Figure 1. Gate-type map (run 1).
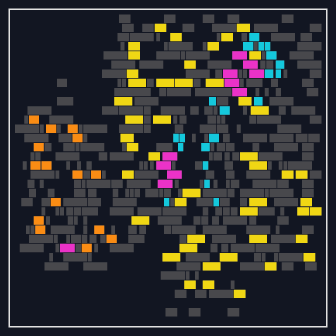
Figure 2. Placement by cell class (run 1).
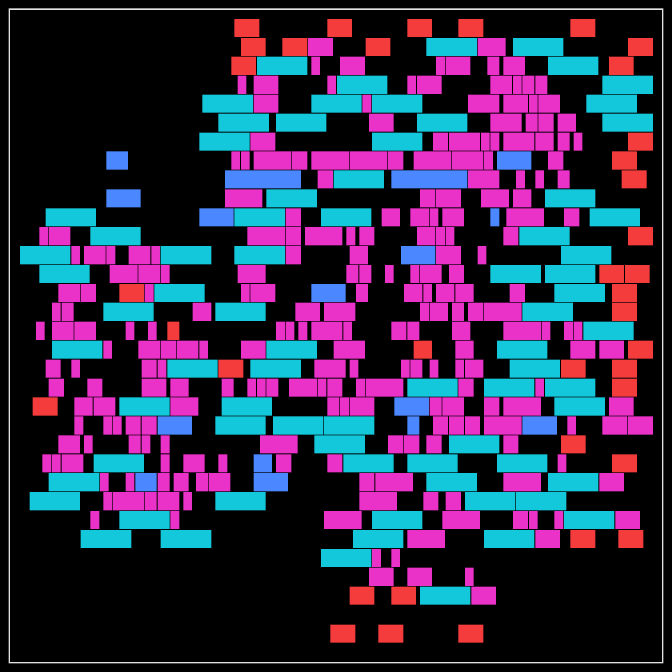
Figure 3. Clock network drawn from the DEF (run 1).
The bar under the picture is 20 um long.
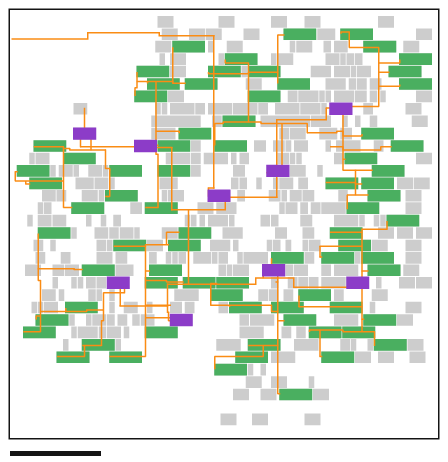
Figure 4. Clock routing (run 1).
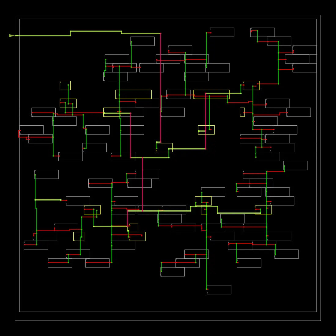
**config.mk**
```make
export PLATFORM = sky130hd
export DESIGN_NAME = seg7_scan_driver
export DESIGN_NICKNAME = d
export VERILOG_FILES = /design/src/rtl/seg7_scan_driver.sv
export SDC_FILE = /design/constraint.sdc
export NUM_CORES = 1
export LEC_CHECK = 0
export CORE_UTILIZATION = 40
export CTS_CLUSTER_DIAMETER = 150
export CTS_CLUSTER_SIZE = 30
export DETAILED_ROUTE_END_ITERATION = 16
export HOLD_SLACK_MARGIN = 0.15
export PLACE_DENSITY = 0.66
export SYNTH_ARGS = -nofsm -noshare
export SYNTH_HDL_FRONTEND = slang
export SYNTH_SLANG_ARGS = --single-unit
```
**constraint.sdc**
```tcl
create_clock -name clk -period 5.9 [get_ports clk]
set_input_delay 1.18 -clock clk [delete_from_list [all_inputs] [get_ports clk]]
set_output_delay 1.18 -clock clk [all_outputs]
set_load 0.02 [all_outputs]
```
**src/rtl/seg7_scan_driver.sv**
```systemverilog
// -----------------------------------------------------------------------------
// seg7_scan_driver
//
// Multiplexed 7-segment display driver. Lights one digit at a time for
// REFRESH_DIV clock cycles, stepping through NUM_DIGITS digits per frame.
// Each digit shows one hex nibble, its own decimal point, and can be blanked
// when it is a leading zero. New values are double-buffered, so a frame never
// mixes old and new digits.
//
// Parameters
//   NUM_DIGITS   digits scanned (>= 1); digit 0 shows the least significant nibble
//   REFRESH_DIV  clk cycles each digit stays lit (>= 2)
//   ACTIVE_LOW   1: an/out are low-true, 0: high-true
//
// Ports
//   clk         in   system clock
//   rst         in   synchronous reset, active-high
//   value       in   [4*NUM_DIGITS-1:0] hex value, nibble k shows on digit k
//   dp          in   [NUM_DIGITS-1:0] decimal point per digit, 1 = lit
//   blank_zero  in   1 = blank leading-zero digits
//   load        in   1-cycle strobe, captures value/dp/blank_zero
//   an          out  [NUM_DIGITS-1:0] digit anode enables (registered)
//   out         out  [7:0] segments {dp,g,f,e,d,c,b,a} (registered)
//   frame_done  out  1-cycle pulse the cycle after each frame boundary
//
// Load protocol: load has no back-pressure. Every cycle with load=1 is taken
// as a new request; the captured data waits in a shadow buffer until the next
// frame boundary, and a later load before that boundary replaces it. A load
// on the boundary cycle itself goes straight to the display registers.
// -----------------------------------------------------------------------------
module seg7_scan_driver #(
    parameter int NUM_DIGITS  = 4,
    parameter int REFRESH_DIV = 100000,
    parameter bit ACTIVE_LOW  = 1'b1
) (
    input  logic                    clk,
    input  logic                    rst,
    input  logic [4*NUM_DIGITS-1:0] value,
    input  logic [NUM_DIGITS-1:0]   dp,
    input  logic                    blank_zero,
    input  logic                    load,
    output logic [NUM_DIGITS-1:0]   an,
    output logic [7:0]              out,
    output logic                    frame_done
);

    localparam int TICK_W = $clog2(REFRESH_DIV);
    localparam int IDX_W  = (NUM_DIGITS > 1) ? $clog2(NUM_DIGITS) : 1;

    localparam logic [TICK_W-1:0] TICK_LAST = TICK_W'(REFRESH_DIV - 1);
    localparam logic [IDX_W-1:0]  IDX_LAST  = IDX_W'(NUM_DIGITS - 1);

    // XOR masks that turn high-true patterns into the pin polarity; they are
    // also the "everything off" pattern used at reset.
    localparam logic [NUM_DIGITS-1:0] AN_POL  = {NUM_DIGITS{ACTIVE_LOW}};
    localparam logic [7:0]            OUT_POL = {8{ACTIVE_LOW}};

    // ------------------------------------------------------------------
    // State
    // ------------------------------------------------------------------
    logic [TICK_W-1:0]       tick_q,   tick_d;
    logic [IDX_W-1:0]        idx_q,    idx_d;
    logic                    pend_q,   pend_d;

    logic [4*NUM_DIGITS-1:0] sh_val_q, sh_val_d;
    logic [NUM_DIGITS-1:0]   sh_dp_q,  sh_dp_d;
    logic                    sh_bz_q,  sh_bz_d;

    logic [4*NUM_DIGITS-1:0] ds_val_q, ds_val_d;
    logic [NUM_DIGITS-1:0]   ds_dp_q,  ds_dp_d;
    logic                    ds_bz_q,  ds_bz_d;

    logic [NUM_DIGITS-1:0]   an_q,     an_d;
    logic [7:0]              out_q,    out_d;
    logic                    fd_q,     fd_d;

    logic                    tick_wrap;
    logic                    boundary;

    // ------------------------------------------------------------------
    // Scan counters and frame boundary
    // ------------------------------------------------------------------
    always_comb begin
        tick_wrap = (tick_q == TICK_LAST);
        boundary  = tick_wrap && (idx_q == IDX_LAST);

        tick_d = tick_wrap ? '0 : tick_q + TICK_W'(1);

        idx_d = idx_q;
        if (tick_wrap) begin
            idx_d = (idx_q == IDX_LAST) ? '0 : idx_q + IDX_W'(1);
        end
    end

    // ------------------------------------------------------------------
    // Double buffer: shadow collects loads, display changes only at a
    // frame boundary.
    // ------------------------------------------------------------------
    always_comb begin
        sh_val_d = sh_val_q;
        sh_dp_d  = sh_dp_q;
        sh_bz_d  = sh_bz_q;
        ds_val_d = ds_val_q;
        ds_dp_d  = ds_dp_q;
        ds_bz_d  = ds_bz_q;
        pend_d   = pend_q;

        if (load) begin
            sh_val_d = value;
            sh_dp_d  = dp;
            sh_bz_d  = blank_zero;
        end

        if (boundary) begin
            // A load landing on the boundary is newer than anything in the
            // shadow, so it bypasses the shadow and leaves nothing pending.
            if (load) begin
                ds_val_d = value;
                ds_dp_d  = dp;
                ds_bz_d  = blank_zero;
            end else if (pend_q) begin
                ds_val_d = sh_val_q;
                ds_dp_d  = sh_dp_q;
                ds_bz_d  = sh_bz_q;
            end
            pend_d = 1'b0;
        end else if (load) begin
            pend_d = 1'b1;
        end
    end

    // ------------------------------------------------------------------
    // Leading-zero blanking, from the display registers only.
    // lit[k] is set when digit k is 0, blanking is off, or some nibble at or
    // above k is nonzero.
    // ------------------------------------------------------------------
    logic [NUM_DIGITS-1:0] lit;

    always_comb begin : blank_scan
        logic seen_nz;
        seen_nz = 1'b0;
        lit     = '0;
        for (int k = NUM_DIGITS - 1; k >= 0; k--) begin
            seen_nz = seen_nz | (ds_val_q[4*k +: 4] != 4'h0);
            lit[k]  = !ds_bz_q || (k == 0) || seen_nz;
        end
    end

    // ------------------------------------------------------------------
    // Current digit select and hex decode
    // ------------------------------------------------------------------
    logic [3:0]            cur_nib;
    logic                  cur_dp;
    logic                  cur_lit;
    logic [6:0]            cur_seg;
    logic [NUM_DIGITS-1:0] an_hi;
    logic [7:0]            out_hi;

    always_comb begin
        cur_nib = 4'h0;
        cur_dp  = 1'b0;
        cur_lit = 1'b0;
        an_hi   = '0;
        for (int k = 0; k < NUM_DIGITS; k++) begin
            if (idx_q == IDX_W'(k)) begin
                cur_nib  = ds_val_q[4*k +: 4];
                cur_dp   = ds_dp_q[k];
                cur_lit  = lit[k];
                an_hi[k] = lit[k];
            end
        end
    end

    // Segment patterns, high-true, bit order gfedcba.
    always_comb begin
        cur_seg = 7'h00;
        case (cur_nib)
            4'h0: cur_seg = 7'h3F;
            4'h1: cur_seg = 7'h06;
            4'h2: cur_seg = 7'h5B;
            4'h3: cur_seg = 7'h4F;
            4'h4: cur_seg = 7'h66;
            4'h5: cur_seg = 7'h6D;
            4'h6: cur_seg = 7'h7D;
            4'h7: cur_seg = 7'h07;
            4'h8: cur_seg = 7'h7F;
            4'h9: cur_seg = 7'h6F;
            4'hA: cur_seg = 7'h77;
            4'hB: cur_seg = 7'h7C;
            4'hC: cur_seg = 7'h39;
            4'hD: cur_seg = 7'h5E;
            4'hE: cur_seg = 7'h79;
            4'hF: cur_seg = 7'h71;
            default: cur_seg = 7'h00;
        endcase
    end

    always_comb begin
        // A blanked digit turns off the decimal point as well.
        out_hi = cur_lit ? {cur_dp, cur_seg} : 8'h00;
        an_d   = an_hi  ^ AN_POL;
        out_d  = out_hi ^ OUT_POL;
        fd_d   = boundary;
    end

    // ------------------------------------------------------------------
    // Registers
    // ------------------------------------------------------------------
    always_ff @(posedge clk) begin
        if (rst) begin
            tick_q   <= '0;
            idx_q    <= '0;
            pend_q   <= 1'b0;
            sh_val_q <= '0;
            sh_dp_q  <= '0;
            sh_bz_q  <= 1'b0;
            ds_val_q <= '0;
            ds_dp_q  <= '0;
            ds_bz_q  <= 1'b0;
            an_q     <= AN_POL;
            out_q    <= OUT_POL;
            fd_q     <= 1'b0;
        end else begin
            tick_q   <= tick_d;
            idx_q    <= idx_d;
            pend_q   <= pend_d;
            sh_val_q <= sh_val_d;
            sh_dp_q  <= sh_dp_d;
            sh_bz_q  <= sh_bz_d;
            ds_val_q <= ds_val_d;
            ds_dp_q  <= ds_dp_d;
            ds_bz_q  <= ds_bz_d;
            an_q     <= an_d;
            out_q    <= out_d;
            fd_q     <= fd_d;
        end
    end

    assign an         = an_q;
    assign out        = out_q;
    assign frame_done = fd_q;

endmodule

```
==> Slide: Implementation Results, run 1 <==
Synthesis and Place & Route Summary

Critical path
  – Worst path slowest cell: clkdlybuf4s50_1
  – Crit path capture type: flop
  – Crit path from: load
  – Critical path fanouts, max: 21
  – CP max stage delay: 0.91 ns
  – Crit path max-delay family: buffers and inverters
  – Crit path DAT: 3.43 ns
  – Worst r2r src: idx_q[1]$_SDFFE_PP0N_
  – CP Capture Point: ds_val_q[7]$_SDFFE_PP0P_
  – Crit path cell chain: clkdlybuf4s50_1 > buf_4 > nor2_1 > or3_4 > mux2_4
  – R2R Setup Slk: 3.24 ns
  – CP Class: in -> reg
  – Stages on the worst setup path: 5

Global routing
  – Met2 usage: 25.5%
  – Vias in the first global route: 2286
  – All-Layer GR Usage: ~16%
  – Initial antenna violation count: 0
  – Met1 GRT Util: 19.0%

Job
  – Tool warnings: 34

Min path
  – Hold Path Cell Cnt: 1
  – Hold Crit Start: tick_q[0]$_SDFF_PP0_
  – WHS Endpoint: tick_q[0]$_SDFF_PP0_

Placed design
  – Setup Slack @ Placement: between 2 and 2.5 ns
  – Port bufs: 36

Floorplan
  – Ports: 37
  – Rows: 33

Logic synthesis
  – Yosys cell count: 338
  – Syn Area/Cell: 9.95 um^2
  – Synth cell types: 45
  – Sequential share of the synthesized area: 44.6%
  – Commonest flop: dfxtp_1
  – Number of enable flip-flop cells: 0

Final timing
  – Clk_skew: 0.00972 ns
  – Sum Neg Setup Slack: 0 ns

Finish
  – Logic area: 0.00172 mm^2
  – Fillcell total: 786
  – Top cell excl fill/tap: dfxtp_1
  – Commonest cells after routing, fill and taps aside: 75 x dfxtp_1, 50 x nor2_1, 35 x clkdlybuf4s50_1, 24 x mux2i_1, 22 x nor2b_1
  – # diodes: 0

Routing
  – Highest metal used: met4
  – Initial detailed-routing violation count: roughly 130
  – Antenna-violating nets left: 0
  – Routed WL: 6080 um

Pwr
  – Clk network pwr share: a little over two fifths
  – Pwr per Cell Area: 254 mW/mm^2

Status
  – Status: finished clean

Clock network
  – H-tree Lvls: 3
  – Post-CTS Setup Bufs: 0
  – Resized Gates After CTS: 0
  – CTS tree: built
-- Figure 1 (at the start) --
Key: multiplexers = yellow [cells 47, most used mux2i_1]; XOR/XNOR gates = orange [cells 15, most used xor2_1, where middle left]; inverting AOI/OAI gates = cyan [cells 20, most used a21oi_1]; adder and majority cells = magenta [cells 11, most used ha_1]

-- Figure 2 (at the start) --
Key: clock drivers and dummy loads = blue [cells 16, share of their area 5.7%]; flops = cyan [cells 75, share of their area 39%]; combinational and other logic = magenta [cells 245, share of their area 46%]; other buffers and delay cells = red [cells 37, share of their area 9.5%]

-- Figure 3 (at the start) --
Key: clock drivers = purple [count 9]; clock wires = orange [length 928 um]; flip-flops = green [count 75]
There are 10 routed clock nets. Position of the flops: spread over the die.

-- Figure 4 (at the start) --
num sequential: 75
CTS sink count: 75

run 1: cell families after synthesis:
kind of cell | count (synthesis) | share of synthesized area (%)
adders and majority gates | 11 | 4.09
muxes | 47 | 17.1
buffers and inverters | 27 | 4.20
xor gates and xnor gates | 15 | 3.90
AOI/OAI and AO/OA | 24 | 4.91
and+or+nand+nor | 139 | 21.2
DFF | 75 | 44.6
run 1: cells in the mapped netlist (3+ instances only):
master | n | area, um^2
mux2_4 | 20 | 300
ha_1 | 11 | 138
o21ai_0 | 3 | 15.0
xnor2_1 | 5 | 43.8
mux2_2 | 3 | 33.8
nand2_1 | 21 | 78.8
dfxtp_1 | 75 | 1500
clkbuf_1 | 15 | 56.3
nand4_1 | 4 | 25.0
nor2_1 | 50 | 188
nand3b_1 | 6 | 45.0
xor2_1 | 10 | 87.6
or3_1 | 4 | 25.0
a21oi_1 | 7 | 35.0
and3_1 | 3 | 18.8
nor3_1 | 5 | 25.0
nor2b_1 | 22 | 138
mux2i_1 | 24 | 240
nor4_1 | 3 | 18.8
inv_1 | 9 | 33.8
nand3_1 | 6 | 30.0
run 1: power groups by stage:
| stage | logic [uW] | clock network [uW] | registers, uW |
|---|---|---|---|
| 5_1_grt | 63.4 | 459 | 525 |
| 3_3_place_gp | 57.4 | 0 | 535 |
| 2_1_floorplan | 28.8 | 0 | 538 |
| 4_1_cts | 58.4 | 441 | 523 |
| 3_5_place_dp | 58.2 | 0 | 535 |
| 6_report | 57.1 | 430 | 523 |
run 1: registers in the layout, indices dropped and copies added (netlist names), 2 cells and up:
signal / cells
sh_dp_q: 4
ds_val_q: 16
sh_val_q: 16
out: 8
idx_q: 2
tick_q: 17
an: 4
ds_dp_q: 4
## Run 2: what changed since run 1
==> constraint.sdc (replaced) <==
create_clock -name clk -period 3.3 [get_ports clk]
set_input_delay 0.66 -clock clk [delete_from_list [all_inputs] [get_ports clk]]
set_output_delay 0.66 -clock clk [all_outputs]
set_load 0.02 [all_outputs]
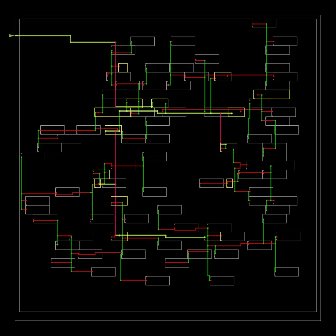
Figure 5: run 2, clock routing.
Clk. pwr: 761 uW
clock buffers: 10
clk_skew: 0.0109 ns
TritonCTS buffer count: 9

==> Slide: Implementation Results, run 2 <==
Synthesis and Place & Route Summary

Placed design
  – DP Area: 0.00377 mm^2
  – Setup Slack @ Placement: 0.730 ns (-1.57 ns)

Floorplan
  – Rows: 33 (unchanged)
  – Ports: 37 (unchanged)

Routing
  – Routed WL: 6000 um (-1.3%)
  – Antenna-violating nets left: 0 (unchanged)
  – Initial detailed-routing violation count: 66 (-49%)

Logic synthesis
  – Synth cell count leaders: 75 x dfxtp_1, 50 x nor2_1, 24 x mux2i_1, 22 x nor2b_1, 21 x nand2_1
  – Top cells, area: dfxtp_1 45%, mux2_4 8.9%, mux2i_1 7.1%, nor2_1 5.6%, ha_1 4.1%
  – Top-area cell share: 44.6% (unchanged)
  – Synth cell types: 45 (unchanged)
  – Yosys top cell by area: dfxtp_1
  – Count leader, synth: dfxtp_1
  – Commonest flop: dfxtp_1
  – Syn Area/Cell: 9.95 um^2 (unchanged)
  – Yosys cell count: 338 (unchanged)
  – Sequential share of the synthesized area: 44.6% (unchanged)
  – Cell area after synthesis: 0.00336 mm^2
  – Number of enable flip-flop cells: 0 (unchanged)

Critical path
  – Buffers & Inverters on Critical Path: 2
  – Crit path cell chain: inv_1 > ha_1 > nor2_1 > o211ai_1 > o21ai_0 > inv_1 > ha_1 > mux2_2 > mux2i_1 > nand2_1
  – CP max stage delay: 0.39 ns (-0.52 ns)
  – Worst path slowest cell: dfxtp_1
  – Crit path DAT: 2.82 ns (-0.61 ns)
  – CP Class: reg -> reg
  – Critical path fanouts, max: 9 (-57%)
  – Crit path max-delay family: adder cells

Final timing
  – Final Hold Viols: 0
  – Sum Neg Setup Slack: 0 ns (unchanged)
  – Slew HR: a little under two fifths
  – Final setup margin: 0.716 ns

Pwr
  – Pwr per Cell Area: 452 mW/mm^2 (+77%)

Finish
  – Top reg by flops: tick_q
  – Max reg flops: 17 (unchanged)
  – Top cell excl fill/tap: dfxtp_1
  – Largest regs: tick_q: 17 flops, ds_val_q: 16 flops, sh_val_q: 16 flops
  – Commonest cells after routing, fill and taps aside: 75 x dfxtp_1, 50 x nor2_1, 35 x clkdlybuf4s50_1, 24 x mux2i_1, 22 x nor2b_1
  – # diodes: 0 (unchanged)

Clock network
  – Resized Gates After CTS: 0 (unchanged)
  – Post-CTS Setup Bufs: 0 (unchanged)
  – H-tree Lvls: 3 (unchanged)
  – CTS tree: built
  – CTS sink count: 75 (unchanged)

Global routing
  – Vias in the first global route: 2205 (-3.5%)
  – All-Layer GR Usage: 14.4% (-1.3 points)
  – Initial antenna violation count: 0 (unchanged)

Job
  – Tool warnings: 34 (unchanged)

Status
  – Status: finished clean
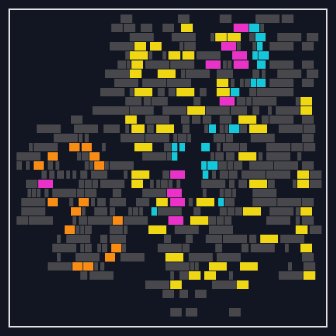
Figure 6: run 2, gate-type map.
Key: inverting AOI/OAI gates = cyan [cells 20, most used a21oi_1]; multiplexers = yellow [cells 47, most used mux2i_1]; XOR/XNOR gates = orange [cells 15, most used xor2_1]; adder and majority cells = magenta [cells 11, most used ha_1]

## run 2: routing by layer
metal	up-vias	wire length, um	GRT usage, %
met5	-	0	0
met1	1107	2820	17.2
met4	0	93	5.51
li1	1210	-	-
met3	11	243	4.37
met2	51	2850	24.2
## run 2: final cells by class
class | instances | area, um^2
clock buffer | 10 | 138
clock inverter | 5 | 77.6
fill | 767 | 4190
inverter | 9 | 33.8
multi-input combinational | 236 | 1720
sequential | 75 | 1500
tap | 105 | 131
timing repair buffer | 40 | 385
## run 2: path summary, 6_finish.rpt
check / slack [ns] / endpoint / cells after the start / startpoint
setup / recovery: 0.72 / out[3]$_SDFF_PP1_ / 10 / idx_q[0]$_SDFFE_PP0N_
hold / removal: 0.47 / tick_q[0]$_SDFF_PP0_ / 1 / tick_q[0]$_SDFF_PP0_
setup reg to reg: 0.72 / out[3]$_SDFF_PP1_ / 10 / idx_q[0]$_SDFFE_PP0N_
hold reg to reg: 0.47 / tick_q[0]$_SDFF_PP0_ / 1 / tick_q[0]$_SDFF_PP0_
## run 2: per-stage QoR
| stage | utilization [%] | std cells |
|---|---|---|
| detailed placement | 46.2 | 465 |
| floorplan | - | 338 |
| finish | 48.8 | 480 |
| global placement | 46.2 | 465 |
| CTS | 48.8 | 480 |
| global route | 48.8 | 480 |
## run 2: cell families after synthesis
group	share of synthesized area [%]
flip-flops	44.6
adder cells (fa/ha/maj)	4.09
multiplexers	17.1
AND-OR/OR-AND	4.91
buffers and inverters	4.20
AND/OR/NAND/NOR	21.2
XOR/XNOR	3.90
## run 2: power by group
group          switching [uW]  internal (uW)  total (uW)
clock network             322            440         761
registers                7.55            928         936
logic                    50.0           54.4         104
## Run 3: what changed since run 2
--- a/config.mk
+++ b/config.mk
@@ -10,7 +10,7 @@
 export CTS_CLUSTER_SIZE = 30
 export DETAILED_ROUTE_END_ITERATION = 16
 export HOLD_SLACK_MARGIN = 0.15
-export PLACE_DENSITY = 0.66
+export PLACE_DENSITY = 0.68
 export SYNTH_ARGS = -nofsm -noshare
 export SYNTH_HDL_FRONTEND = slang
 export SYNTH_SLANG_ARGS = --single-unit
==> constraint.sdc (replaced) <==
create_clock -name clk -period 2.2 [get_ports clk]
set_input_delay 0.44 -clock clk [delete_from_list [all_inputs] [get_ports clk]]
set_output_delay 0.44 -clock clk [all_outputs]
set_load 0.02 [all_outputs]
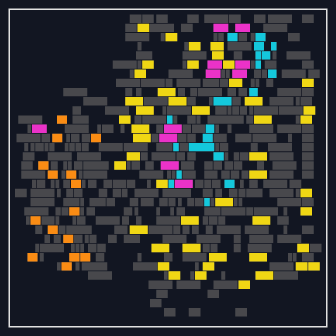
Figure 7: run 3, gate-type map.
Key: inverting AOI/OAI gates = cyan [cells 20, most used a21oi_1]; multiplexers = yellow [cells 47, most used mux2i_1]; adder and majority cells = magenta [cells 11, most used ha_1]; XOR/XNOR gates = orange [cells 15, most used xor2_1]

==> Slide: Implementation Results, run 3 <==
Synthesis and Place & Route Summary

Status
  – Status: finished with violations
  – Failing checks: negative setup slack

Final timing
  – Final setup margin: -0.0244 ns (-0.741 ns)
  – Slew HR: 54.4% (+17 points)
  – Final setup fails: 16
  – Sum Neg Setup Slack: -0.232 ns (-0.232 ns)

Clock network
  – CTS sink count: 75 (unchanged)
  – CTS tree: built
  – TritonCTS buffer count: 9 (unchanged)
  – H-tree Lvls: 3 (unchanged)

Critical path
  – Cells on worst reg2reg path: 4 (-6)
  – CP Class: reg -> reg
  – Worst r2r src: tick_q[11]$_SDFF_PP0_
  – Critical path fanouts, max: 6 (-3)
  – Crit path from: tick_q[11]$_SDFF_PP0_
  – CP Capture Point: ds_val_q[8]$_SDFFE_PP0P_

Finish
  – Top reg by flops: tick_q
  – Final core utilization: 53.1% (+4.3 points)
  – Fillcell total: 737 (-3.9%)
  – Logic area: 0.00182 mm^2 (+5.7%)
  – Top cell excl fill/tap: dfxtp_1
  – Largest regs: tick_q: 17 flops, ds_val_q: 16 flops, sh_val_q: 16 flops
  – Commonest cells after routing, fill and taps aside: 71 x dfxtp_1, 49 x nor2_1, 41 x buf_4, 36 x clkdlybuf4s50_1, 24 x mux2i_1
  – # diodes: 0 (unchanged)
  – Max reg flops: 17 (unchanged)

Logic synthesis
  – Sequential share of the synthesized area: 44.6% (unchanged)
  – Yosys top cell by area: dfxtp_1
  – Syn Area/Cell: 9.95 um^2 (unchanged)
  – Commonest flop: dfxtp_1
  – Synth cell count leaders: 75 x dfxtp_1, 50 x nor2_1, 24 x mux2i_1, 22 x nor2b_1, 21 x nand2_1
  – Yosys cell count: 338 (unchanged)
  – Top cells, area: dfxtp_1 45%, mux2_4 8.9%, mux2i_1 7.1%, nor2_1 5.6%, ha_1 4.1%
  – Top-area cell share: 44.6% (unchanged)
  – Synth cell types: 45 (unchanged)

Pwr
  – Clk network pwr share: 39.1% (-3.2 points)
  – Logic pwr share: 6.7% (+0.9 points)
  – Flop pwr share: 54.2% (+2.3 points)
  – Switching pwr: 587 uW (+55%)
  – Internal: 2000 uW (+40%)
  – Net Sw Frac: 22.7% (+1.6 points)

Min path
  – Hold Path Cell Cnt: 2 (+1)

Placed design
  – DP Area: 0.00406 mm^2 (+7.6%)

Global routing
  – Initial antenna violation count: 0 (unchanged)
  – Vias in the first global route: 2502 (+13%)
  – All-Layer GR Usage: 17.1% (+2.7 points)

Job
  – Tool warnings: 37 (+8.8%)

Routing
  – Antenna-violating nets left: 0 (unchanged)
  – Routed WL: 6790 um (+13%)

Floorplan
  – Rows: 33 (unchanged)
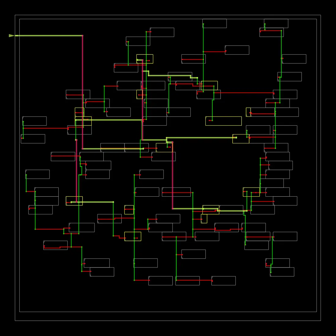
Figure 8: run 3, clock routing.
clk ins delay skew pair: 0.36 ns
Clk. pwr: 1010 uW
clk_skew: 0.00982 ns

run 3: cell counts after synthesis:
No cell type changed its count.
run 3: cells by family after synthesis:
kind of cell | synth area share (%)
AND-OR/OR-AND | 4.91
XOR/XNOR | 3.90
adder cells (fa/ha/maj) | 4.09
buffers and inverters | 4.20
flip-flops | 44.6
multiplexers | 17.1
AND/OR/NAND/NOR | 21.2
run 3: layout make-up:
class | count | area share, %
clock buffer | 10 | 2.94
clock inverter | 5 | 1.27
inverter | 9 | 0.778
multi-input combinational | 239 | 41.9
sequential | 75 | 34.7
tap | 105 | 3.02
timing repair buffer | 77 | 15.4
run 3: worst max-delay path, cell delays in order, from the launching register on:
cell     delay [ns]
dfxtp_2        0.33
or4b_4         0.52
or4_4          0.47
or3_4          0.47
mux2_4         0.32
run 3: routing by layer:
metal	vias up	wire length (um)	GRT usage (%)
met5	-	0	0
met4	0	131	8.33
met3	14	270	5.02
met2	39	3280	29.0
met1	1164	3110	19.7
li1	1297	-	-
run 3: power by group through the flow:
| stage | clock network (uW) | registers (uW) | logic [uW] |
|---|---|---|---|
| after floorplan | 0 | 1440 | 77.3 |
| final | 1010 | 1400 | 174 |
| after global placement | 0 | 1430 | 171 |
| after detailed placement | 0 | 1430 | 174 |
| after global routing | 1090 | 1400 | 191 |
| after CTS | 1040 | 1400 | 177 |
run 3: what timing repair did:
item / 4_1_cts / 5_1_grt
setup buffers: 0 / 1
setup endpoints to repair: 25 / 27
hold buffers: 0 / 0
gates cloned: 3 / 0
gates resized: 7 / 15
pin swaps: 3 / 2
run 3: through the flow:
step | cells | setup WS [ns]
6_report | 520 | -0.0244
5_1_grt | 520 | -0.0655
2_1_floorplan | 338 | -0.137
3_3_place_gp | 501 | -0.0638
4_1_cts | 519 | -0.0550
3_5_place_dp | 501 | -0.120
Power and IR drop assume default switching activity.
